--- src/rtl/sync_grant_ctrl.sv ---
// Registered one-hot grant stage with bus-turnaround gap and grant counter.
// Build with SYNC_GRANT_TIMEOUT_EN to enable the forced-release hold timeout.
module sync_grant_ctrl #(
  parameter int unsigned n   = 32,
  parameter int unsigned IW  = $clog2(n),
  parameter int unsigned CW  = 16,
  parameter int unsigned TMO = 256
) (
  input  logic          clk,
  input  logic          rst_n,
  input  logic [n-1:0]  req,
  input  logic [n-1:0]  sel,
  input  logic          done,
  output logic [n-1:0]  gnt,
  output logic [IW-1:0] gnt_id,
  output logic          busy,
  output logic [CW-1:0] gnt_cnt,
  output logic          timeout
);

  typedef enum logic [1:0] {
    S_IDLE,
    S_GRANT,
    S_GAP
  } state_e;

  state_e        state_q, state_d;
  logic [n-1:0]  gnt_q, gnt_d;
  logic [IW-1:0] id_q, id_d;
  logic [CW-1:0] cnt_q, cnt_d;
  logic          tmo_q, tmo_d;

  logic [n-1:0]  cand;
  logic          cand_any;
  logic [IW-1:0] pick_id;
  logic          rel;
  logic          tmo_hit;

  assign cand     = req & sel;
  assign cand_any = |cand;
  assign rel      = done | ~req[id_q];

  // Descending scan so the lowest set index wins.
  always_comb begin
    pick_id = '0;
    for (int i = int'(n) - 1; i >= 0; i--) begin
      if (cand[i]) pick_id = IW'(i);
    end
  end

`ifdef SYNC_GRANT_TIMEOUT_EN
  localparam int unsigned HW = $clog2(TMO + 1);

  logic [HW-1:0] hold_q, hold_d;

  assign tmo_hit = (hold_q == HW'(TMO - 1));

  always_comb begin
    hold_d = hold_q;
    unique case (state_q)
      S_IDLE:  hold_d = '0;
      S_GRANT: hold_d = hold_q + 1'b1;
      S_GAP:   hold_d = '0;
      default: hold_d = '0;
    endcase
  end

  always_ff @(posedge clk or negedge rst_n) begin
    if (!rst_n) begin
      hold_q <= '0;
    end else begin
      hold_q <= hold_d;
    end
  end
`else
  logic unused_tmo;

  assign unused_tmo = ^TMO;
  assign tmo_hit    = 1'b0;
`endif

  always_ff @(posedge clk or negedge rst_n) begin
    if (!rst_n) begin
      state_q <= S_IDLE;
      gnt_q   <= '0;
      id_q    <= '0;
      cnt_q   <= '0;
      tmo_q   <= 1'b0;
    end else begin
      state_q <= state_d;
      gnt_q   <= gnt_d;
      id_q    <= id_d;
      cnt_q   <= cnt_d;
      tmo_q   <= tmo_d;
    end
  end

  always_comb begin
    state_d = state_q;
    unique case (state_q)
      S_IDLE: begin
        if (cand_any) state_d = S_GRANT;
      end
      S_GRANT: begin
        if (rel || tmo_hit) state_d = S_GAP;
      end
      S_GAP: begin
        state_d = S_IDLE;
      end
      default: begin
        state_d = S_IDLE;
      end
    endcase
  end

  always_comb begin
    gnt_d = gnt_q;
    id_d  = id_q;
    cnt_d = cnt_q;
    tmo_d = 1'b0;
    unique case (state_q)
      S_IDLE: begin
        gnt_d = '0;
        if (cand_any) begin
          gnt_d[pick_id] = 1'b1;
          id_d           = pick_id;
          cnt_d          = cnt_q + 1'b1;
        end
      end
      S_GRANT: begin
        // A real release outranks the timeout, which then stays silent.
        if (rel || tmo_hit) begin
          gnt_d = '0;
          tmo_d = ~rel & tmo_hit;
        end
      end
      S_GAP: begin
        gnt_d = '0;
      end
      default: begin
        gnt_d = '0;
      end
    endcase
  end

  assign gnt     = gnt_q;
  assign gnt_id  = id_q;
  assign busy    = (state_q == S_GRANT);
  assign gnt_cnt = cnt_q;
  assign timeout = tmo_q;

endmodule

--- config.mk ---
export PLATFORM = sky130hd
export DESIGN_NAME = sync_grant_ctrl
export DESIGN_NICKNAME = d
export VERILOG_FILES = /design/src/rtl/sync_grant_ctrl.sv
export SDC_FILE = /design/constraint.sdc
export NUM_CORES = 1
export LEC_CHECK = 0
export ABC_AREA = 0
export CAP_MARGIN = 10
export CORE_MARGIN = 4
export CORE_UTILIZATION = 28
export DETAILED_ROUTE_END_ITERATION = 10
export GPL_TIMING_DRIVEN = 0
export PLACE_DENSITY = 0.66
export SLEW_MARGIN = 20
export SYNTH_ARGS = -nofsm -noshare
export SYNTH_HDL_FRONTEND = slang
export SYNTH_SLANG_ARGS = --single-unit
export TNS_END_PERCENT = 30
--- constraint.sdc ---
create_clock -name clk -period 3.3 [get_ports clk]
set_input_delay 0.66 -clock clk [delete_from_list [all_inputs] [get_ports clk]]
set_output_delay 0.66 -clock clk [all_outputs]
set_load 0.1 [all_outputs]
==> run summary <==
flow finished, numbers: status=finished, final reports clean, Psw=1.418 mW, Dominant Register Cell=dfrtp_1, Mapped Nets=around 380, placed cell area=4481 µm², Cells after DPL=568, simple share=18.32%, pin count of the biggest net entering global routing=56, Top Metal Used=met4, Via density=5.172, area grow syn2layout=47.16%, Mux area share=7.934%, Flops=55, layout cell share with drive strength beyond 1=7.110%, top cells, area=dfrtp_1 (44%), nand2_1 (8.6%), mux4_2 (5.8%), xnor2_1 (3.9%), o31ai_1 (3.9%), crit path to=gnt_id[1]$_DFFE_PN0P_, Yosys cell types=48, maxcap violations=0, final setup violation count=0, tap cells=140, core area=10840 µm², path length in cells of the critical path=7, Reg power frac=around 30%, postcts setup bufs=0, inverter count=2, DRT met1 WL=4204 µm
Figure 1. Register map, names as in the netlist.
Other cells in grey.
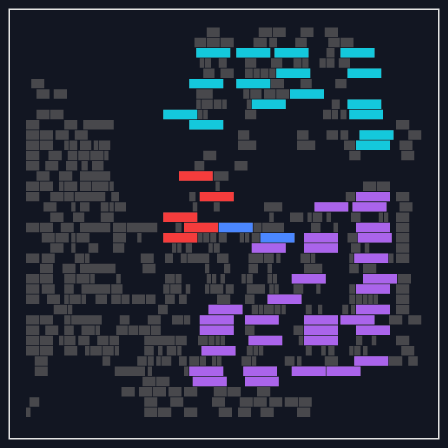
- gnt_cnt: cyan (flops 16)
- gnt: purple (flops 32)
- state_q: blue (flops 2)
- gnt_id: red (flops 5; where centre)
fin util: 42.17%
fraction of area in registers: 30.10%
register area: 1376 µm²
seq pwr: 0.847 mW

Figure 2. Cell classes on the final placement.
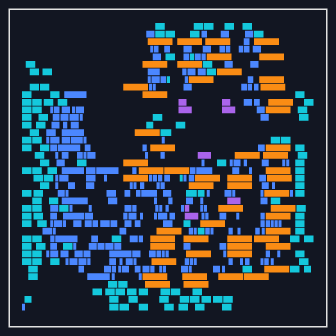
- other buffers and delay cells: cyan (cells 130; share of their area 29%)
- flip-flops: orange (cells 55; share of their area 31%)
- all other logic: blue (cells 243; share of their area 38%)
- clock drivers and dummy loads: purple (cells 8; share of their area 2.1%)
Cell Rows: 38
Finished Cell Area: 4572 µm²

Figure 3. The clock network.
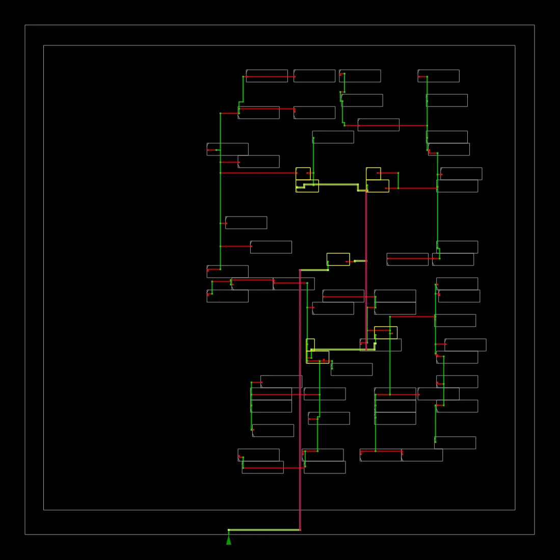
clkbuf count: 5
CTS buffer count: 5
clk pwr: 0.377 mW

Figure 4. Routed clock nets over the placement.
Scale bar: 20 µm.
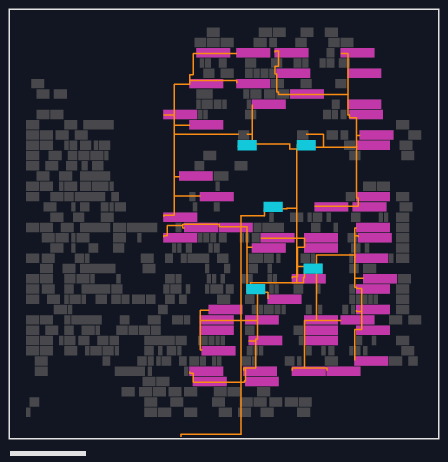
- flip-flops: magenta (count 55)
- clock wires: orange (length 658 µm)
- cells driving clock nets: cyan (count 5)
- routed clock nets: 6
Clock Power Share: 13.3%
worst-skew pair later-pin latency: 0.31 ns
Clock Skew: 0.01105 ns

Power and IR drop assume default switching activity.
